## config.mk

```make
export PLATFORM = sky130hd
export DESIGN_NAME = adsr_envelope_engine
export DESIGN_NICKNAME = d
export VERILOG_FILES = /design/src/rtl/adsr_pkg.sv /design/src/rtl/adsr_step.sv /design/src/rtl/adsr_envelope_engine.sv
export SDC_FILE = /design/constraint.sdc
export NUM_CORES = 2
export LEC_CHECK = 0
export ABC_AREA = 1
export CAP_MARGIN = 40
export CORE_MARGIN = 4
export CORE_UTILIZATION = 40
export CTS_CLUSTER_DIAMETER = 50
export CTS_CLUSTER_SIZE = 14
export DETAILED_ROUTE_END_ITERATION = 12
export GPL_TIMING_DRIVEN = 0
export PLACE_DENSITY = 0.65
export REMOVE_ABC_BUFFERS = 1
export SETUP_SLACK_MARGIN = 0.15
export SYNTH_ARGS = -nofsm -noshare
export SYNTH_HDL_FRONTEND = slang
export SYNTH_HIERARCHICAL = 1
export SYNTH_SLANG_ARGS = --single-unit
```

## constraint.sdc

```tcl
create_clock -name clk -period 18.3 [get_ports clk]
set_clock_uncertainty 0.15 [all_clocks]
set_input_delay 3.66 -clock clk [delete_from_list [all_inputs] [get_ports clk]]
set_output_delay 3.66 -clock clk [all_outputs]
set_load 0.005 [all_outputs]
```

## src/rtl/adsr_pkg.sv

```systemverilog
// Shared definitions for the ADSR envelope engine: voice state encoding and envelope helpers.
package adsr_pkg;

    typedef enum logic [2:0] {
        ST_IDLE    = 3'd0,
        ST_ATTACK  = 3'd1,
        ST_DECAY   = 3'd2,
        ST_SUSTAIN = 3'd3,
        ST_RELEASE = 3'd4
    } adsr_state_t;

    // Full-scale envelope value for a given accumulator width.
    function automatic logic [63:0] env_max(input int unsigned width);
        return (64'd1 << width) - 64'd1;
    endfunction

endpackage

```

## src/rtl/adsr_step.sv

```systemverilog
// Combinational next-state / next-envelope calculation for one voice.
// Release shape selected by ADSR_EXP_RELEASE_EN (exponential when defined, linear otherwise).
module adsr_step
    import adsr_pkg::*;
#(
    parameter int unsigned ENV_W     = 24,
    parameter int unsigned RATE_W    = 16,
    parameter int unsigned REL_SHIFT = 4
) (
    input  adsr_state_t       state,
    input  logic [ENV_W-1:0]  env,
    input  logic              gate,
    input  logic [RATE_W-1:0] attack_rate,
    input  logic [RATE_W-1:0] decay_rate,
    input  logic [RATE_W-1:0] sustain_level,
    input  logic [RATE_W-1:0] rel_rate,
    output adsr_state_t       state_new,
    output logic [ENV_W-1:0]  env_new
);

    localparam logic [ENV_W-1:0] ENV_MAX   = ENV_W'(env_max(ENV_W));
    localparam logic [ENV_W:0]   ENV_MAX_X = {1'b0, ENV_MAX};

    if (REL_SHIFT >= ENV_W) begin : g_bad_rel_shift
        $error("adsr_step: REL_SHIFT must be less than ENV_W");
    end

    logic [ENV_W:0] env_x;
    logic [ENV_W:0] rise;
    logic [ENV_W:0] decay_x;
    logic [ENV_W:0] target;
    logic [ENV_W:0] step;

    always_comb begin
        env_x   = {1'b0, env};
        rise    = env_x + (ENV_W+1)'(attack_rate);
        decay_x = (ENV_W+1)'(decay_rate);
        target  = (ENV_W+1)'(sustain_level) << (ENV_W - RATE_W);
        if (target > ENV_MAX_X) begin
            target = ENV_MAX_X;
        end
`ifdef ADSR_EXP_RELEASE_EN
        step = (env_x >> REL_SHIFT) + (ENV_W+1)'(1);
`else
        step = (ENV_W+1)'(rel_rate);
`endif

        state_new = state;
        env_new   = env;
        case (state)
            ST_IDLE: begin
                env_new = '0;
                if (gate) begin
                    state_new = ST_ATTACK;
                end
            end
            ST_ATTACK: begin
                if (!gate) begin
                    state_new = ST_RELEASE;
                end else if (attack_rate != '0) begin
                    if (rise >= ENV_MAX_X) begin
                        env_new   = ENV_MAX;
                        state_new = ST_DECAY;
                    end else begin
                        env_new = env + ENV_W'(attack_rate);
                    end
                end
            end
            ST_DECAY: begin
                // Floor test done on the widened sum so env - rate never underflows.
                if (!gate) begin
                    state_new = ST_RELEASE;
                end else if (decay_rate != '0) begin
                    if (env_x <= target + decay_x) begin
                        env_new   = ENV_W'(target);
                        state_new = ST_SUSTAIN;
                    end else begin
                        env_new = env - ENV_W'(decay_rate);
                    end
                end
            end
            ST_SUSTAIN: begin
                if (!gate) begin
                    state_new = ST_RELEASE;
                end
            end
            ST_RELEASE: begin
                if (gate) begin
                    state_new = ST_ATTACK;
                end else if (env_x <= step) begin
                    env_new   = '0;
                    state_new = ST_IDLE;
                end else begin
                    env_new = env - ENV_W'(step);
                end
            end
            default: begin
                state_new = ST_IDLE;
                env_new   = '0;
            end
        endcase
    end

endmodule

```

## src/rtl/adsr_envelope_engine.sv

```systemverilog
// Time-multiplexed ADSR envelope engine: per-voice state array, 2-stage pipeline with forwarding.
// Optional exponential release via ADSR_EXP_RELEASE_EN.
module adsr_envelope_engine
    import adsr_pkg::*;
#(
    parameter int unsigned NUM_VOICES = 16,
    parameter int unsigned SAMPLE_W   = 16,
    parameter int unsigned ENV_W      = 24,
    parameter int unsigned RATE_W     = 16,
    parameter int unsigned REL_SHIFT  = 4,
    localparam int unsigned VOICE_W   = $clog2(NUM_VOICES)
) (
    input  logic                clk,
    input  logic                reset,
    input  logic                in_valid,
    input  logic [VOICE_W-1:0]  in_voice,
    input  logic                in_gate,
    input  logic [SAMPLE_W-1:0] in_sample,
    input  logic [RATE_W-1:0]   attack_rate,
    input  logic [RATE_W-1:0]   decay_rate,
    input  logic [RATE_W-1:0]   sustain_level,
    input  logic [RATE_W-1:0]   rel_rate,
    output logic                out_valid,
    output logic [VOICE_W-1:0]  out_voice,
    output logic [SAMPLE_W-1:0] out_sample,
    output logic [NUM_VOICES-1:0] voice_active
);

    adsr_state_t        state_mem [NUM_VOICES];
    logic [ENV_W-1:0]   env_mem   [NUM_VOICES];

    logic                s1_valid;
    logic [VOICE_W-1:0]  s1_voice;
    logic                s1_gate;
    logic [SAMPLE_W-1:0] s1_sample;
    adsr_state_t         s1_state;
    logic [ENV_W-1:0]    s1_env;
    logic [RATE_W-1:0]   s1_attack;
    logic [RATE_W-1:0]   s1_decay;
    logic [RATE_W-1:0]   s1_sustain;
    logic [RATE_W-1:0]   s1_rel;

    adsr_state_t         step_state;
    logic [ENV_W-1:0]    step_env;
    logic                fwd;
    logic signed [2*SAMPLE_W:0] product;

    adsr_step #(
        .ENV_W     (ENV_W),
        .RATE_W    (RATE_W),
        .REL_SHIFT (REL_SHIFT)
    ) u_step (
        .state         (s1_state),
        .env           (s1_env),
        .gate          (s1_gate),
        .attack_rate   (s1_attack),
        .decay_rate    (s1_decay),
        .sustain_level (s1_sustain),
        .rel_rate      (s1_rel),
        .state_new     (step_state),
        .env_new       (step_env)
    );

    // The stored copy of a voice is stale while S2 is writing that same voice.
    assign fwd = s1_valid && (in_voice == s1_voice);

    always_ff @(posedge clk or posedge reset) begin
        if (reset) begin
            s1_valid   <= 1'b0;
            s1_voice   <= '0;
            s1_gate    <= 1'b0;
            s1_sample  <= '0;
            s1_state   <= ST_IDLE;
            s1_env     <= '0;
            s1_attack  <= '0;
            s1_decay   <= '0;
            s1_sustain <= '0;
            s1_rel     <= '0;
        end else begin
            s1_valid <= in_valid;
            if (in_valid) begin
                s1_voice   <= in_voice;
                s1_gate    <= in_gate;
                s1_sample  <= in_sample;
                s1_state   <= fwd ? step_state : state_mem[in_voice];
                s1_env     <= fwd ? step_env   : env_mem[in_voice];
                s1_attack  <= attack_rate;
                s1_decay   <= decay_rate;
                s1_sustain <= sustain_level;
                s1_rel     <= rel_rate;
            end
        end
    end

    always_ff @(posedge clk or posedge reset) begin
        if (reset) begin
            for (int unsigned v = 0; v < NUM_VOICES; v++) begin
                state_mem[v] <= ST_IDLE;
                env_mem[v]   <= '0;
            end
        end else if (s1_valid) begin
            state_mem[s1_voice] <= step_state;
            env_mem[s1_voice]   <= step_env;
        end
    end

    always_comb begin
        product = $signed(s1_sample) * $signed({1'b0, step_env[ENV_W-1 -: SAMPLE_W]});
    end

    always_ff @(posedge clk or posedge reset) begin
        if (reset) begin
            out_valid  <= 1'b0;
            out_voice  <= '0;
            out_sample <= '0;
        end else begin
            out_valid <= s1_valid;
            if (s1_valid) begin
                out_voice  <= s1_voice;
                out_sample <= SAMPLE_W'(product >>> SAMPLE_W);
            end
        end
    end

    always_comb begin
        voice_active = '0;
        for (int unsigned v = 0; v < NUM_VOICES; v++) begin
            voice_active[v] = (state_mem[v] != ST_IDLE);
        end
    end

endmodule
```

zoom.png
Region (69, 232) to (94, 257) µm. Cells in gray, sequential cells in the stronger gray; small squares are vias.
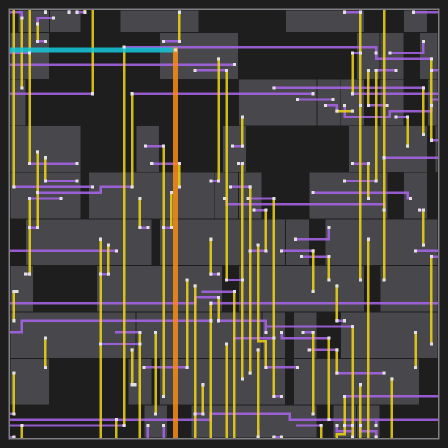
Key: met1 = purple; met3 = cyan; met4 = orange; met2 = yellow
Most frequent: fa_1 (13), inv_1 (12). 37 logic cells have their middle in the window. Sequential cells in the window: 0.

met1.png
(1.5 px per µm)
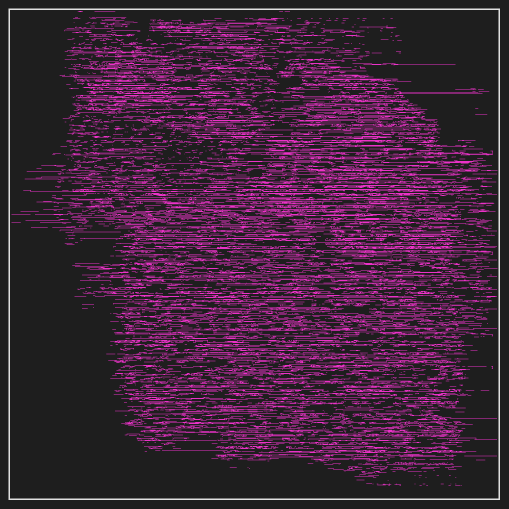
The layer holds 46% of the routed length. The longest straight run is 75.9 µm. The wires run mostly horizontal. 5,396 nets have wire on it.

final_congestion.png
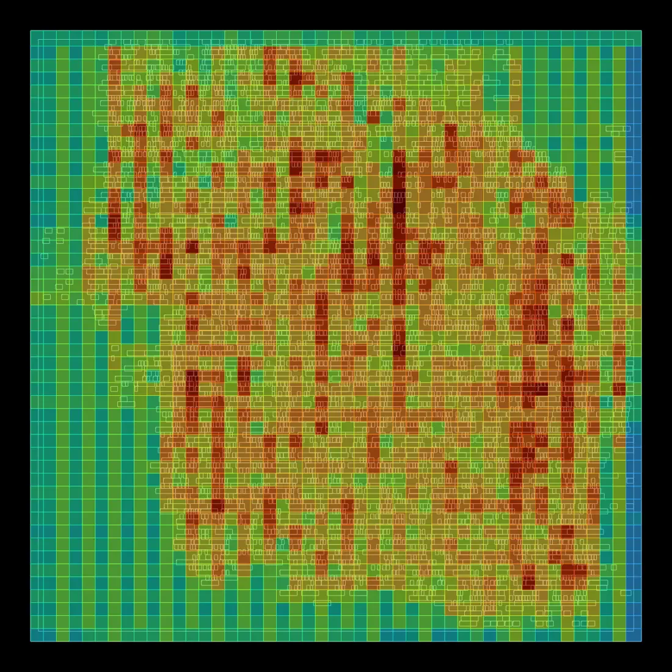
met1 Usage GRT: 32.1%
all-layer global routing usage: 22.5%

cell_classes.png
(1 px per µm)
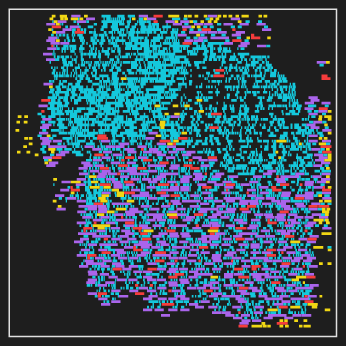
Key: flip-flops = purple [cells 566]; all other logic = cyan [cells 4,405]; clock drivers and dummy loads = red [cells 140]; other buffers and delay cells = yellow [cells 174]

-- flip-flops by register name, summed over array words and instances (netlist names), 4 cells and up --
signal and cells:
s1_decay 16, s1_attack 16, out_sample 16, env_mem 384
s1_sustain 16, state_mem 48, s1_env 24, s1_sample 16
s1_rel 16, s1_voice 4, out_voice 4
-- power groups by stage --
| stage | Clock, W | Sequential, W | Combinational (W) |
|---|---|---|---|
| floorplan | 0 | 0.00183 | 0.00400 |
| global placement | 0 | 0.00191 | 0.00553 |
| detailed placement | 0 | 0.00191 | 0.00559 |
| CTS | 0.00162 | 0.00189 | 0.00564 |
| global route | 0.00167 | 0.00194 | 0.00646 |
| finish | 0.00159 | 0.00190 | 0.00564 |
-- how the worst max path moves through the flow --
stage                  start            end  slack [ns]  depth (start not counted)
2_1_floorplan          reset     env_mem[0]       -1.34                          1
3_3_place_gp           reset  out_sample[4]       -8.89                          2
3_5_place_dp   s1_sustain[1]  out_sample[4]        7.33                         37
4_1_cts        s1_sustain[1]  out_sample[4]        7.28                         37
5_1_grt        s1_sustain[1]  out_sample[8]        6.55                         42
6_report       s1_sustain[1]  out_sample[4]        7.12                         37
-- synth_stat cells (2+ instances only) --
| master | count |
|---|---|
| clkbuf_1 | 216 |
| buf_6 | 8 |
| inv_1 | 823 |
| o21ai_1 | 23 |
| or3_1 | 8 |
| buf_1 | 15 |
| or2_2 | 7 |
| mux2_2 | 80 |
| fa_1 | 197 |
| o21ai_0 | 642 |
| a21oi_1 | 275 |
| o22ai_1 | 6 |
| nor4_1 | 8 |
| buf_2 | 67 |
| dfrtp_1 | 566 |
| clkinv_1 | 2 |
| nand3_1 | 336 |
| nand2_4 | 2 |
| nand2_1 | 1285 |
| xnor2_1 | 21 |
| a21oi_2 | 2 |
| o21a_1 | 4 |
| nand4_1 | 34 |
| a22oi_1 | 4 |
| buf_4 | 7 |
| nor2_2 | 4 |
| a31oi_1 | 6 |
| nand3b_1 | 11 |
| nor3_2 | 4 |
| inv_2 | 7 |
| xor2_1 | 29 |
| o21bai_1 | 5 |
| o211ai_1 | 142 |
| ha_1 | 186 |
| nand2_2 | 8 |
| a21o_1 | 10 |
| nor3_1 | 27 |
| nor2_1 | 194 |
-- metrics by stage --
| step | setup TNS [ns] | utilization, % | cell area, µm² | setup WS (ns) |
|---|---|---|---|---|
| after floorplan | -758.95 | - | 39000 | -1.34 |
| after global placement | -4952.34 | 41.8 | 41900 | -8.89 |
| after detailed placement | 0 | 42.9 | 42900 | 7.33 |
| after CTS | 0 | 45.6 | 45600 | 7.28 |
| after global routing | 0 | 45.6 | 45600 | 6.55 |
| final | 0 | 45.6 | 45600 | 7.12 |
-- layout make-up --
class | instances | area, µm² | area share (%)
Clock buffer | 87 | 1990 | 4.37
Tap cell | 1298 | 1620 | 3.56
Multi-Input combinational cell | 3572 | 21800 | 47.7
Sequential cell | 566 | 14200 | 31.0
Clock inverter | 53 | 713 | 1.56
Timing Repair Buffer | 174 | 2250 | 4.92
Inverter | 833 | 3140 | 6.88
-- per-layer routing --
metal  GRT usage [%]  up-vias  routed length [µm]
met5               0        -                   0
met4            6.94        0                3530
met3            3.27      182                7650
met2            35.6     1058               53400
met1            32.1    16700               54900
li1                -    16800                   -
==> flow_metrics.env <==
# source this file to load flow results
export IMPL_ys_types=53
export IMPL_r2r_slack_ns=7.12
export IMPL_syn_to_final_growth_pct=13.1
export IMPL_hold_worst_slack_ns=0.327
export IMPL_nFillCells=10000
export IMPL_cts_resized=0
export IMPL_warnings=39
export IMPL_ys_seq_share_pct=35.1
export IMPL_ctsHoldBuffers=0
export IMPL_p_int_w=0.00464
export IMPL_pwr_share_comb_pct=61.8
export IMPL_hold_class="register to register"
export IMPL_cp_common_cell="nand2_1"
export IMPL_critical_path_class="register to register"
export IMPL_async_reset_ff_share_pct=100
export IMPL_htreeDepth=3
export IMPL_clkLatencyLatePin_ns=0.65
export IMPL_edf_count=0
export IMPL_min_delay_start="env_mem[268]"
export IMPL_wl_um=119000
export IMPL_portBuffers=124
export IMPL_status="complete, no violations"
export IMPL_cp_end_kind="register"
export IMPL_vdd_drop_max_mv=0.414
export IMPL_slew_violations=0
export IMPL_power_frac_seq_pct=20.8
export IMPL_ys_seq_elements=566
export IMPL_antenna_found_initial=2
export IMPL_synthCells=5286
export IMPL_crit_slowest_cell="nand2_1"
export IMPL_netlist_area_leader_share_pct=35.1
export IMPL_fp_dieH_um=326
export IMPL_mux_area_share_pct=2.23
export IMPL_largest_area_cell="dfrtp_1"
export IMPL_cts_tree="built"
export IMPL_adder_share_pct=15.5
export IMPL_power_switching_share_pct=49.1
export IMPL_drive_gt1_share_pct=6.17
export IMPL_cp_start_kind="register"
export IMPL_aoi_share_pct=15.1
export IMPL_diodes=0
export IMPL_power_switching_w=0.00448
export IMPL_ys_sh_xor_pct=1.13
export IMPL_final_cell_mix="1,273 x nand2_1, 822 x inv_1, 642 x o21ai_0"
export IMPL_layout_top_cell="nand2_1"
export IMPL_p_clk_share_pct=17.4
export IMPL_rows=116
export IMPL_core_um2=100000
Power figures rest on the tool's default switching activity, not on a simulated workload.
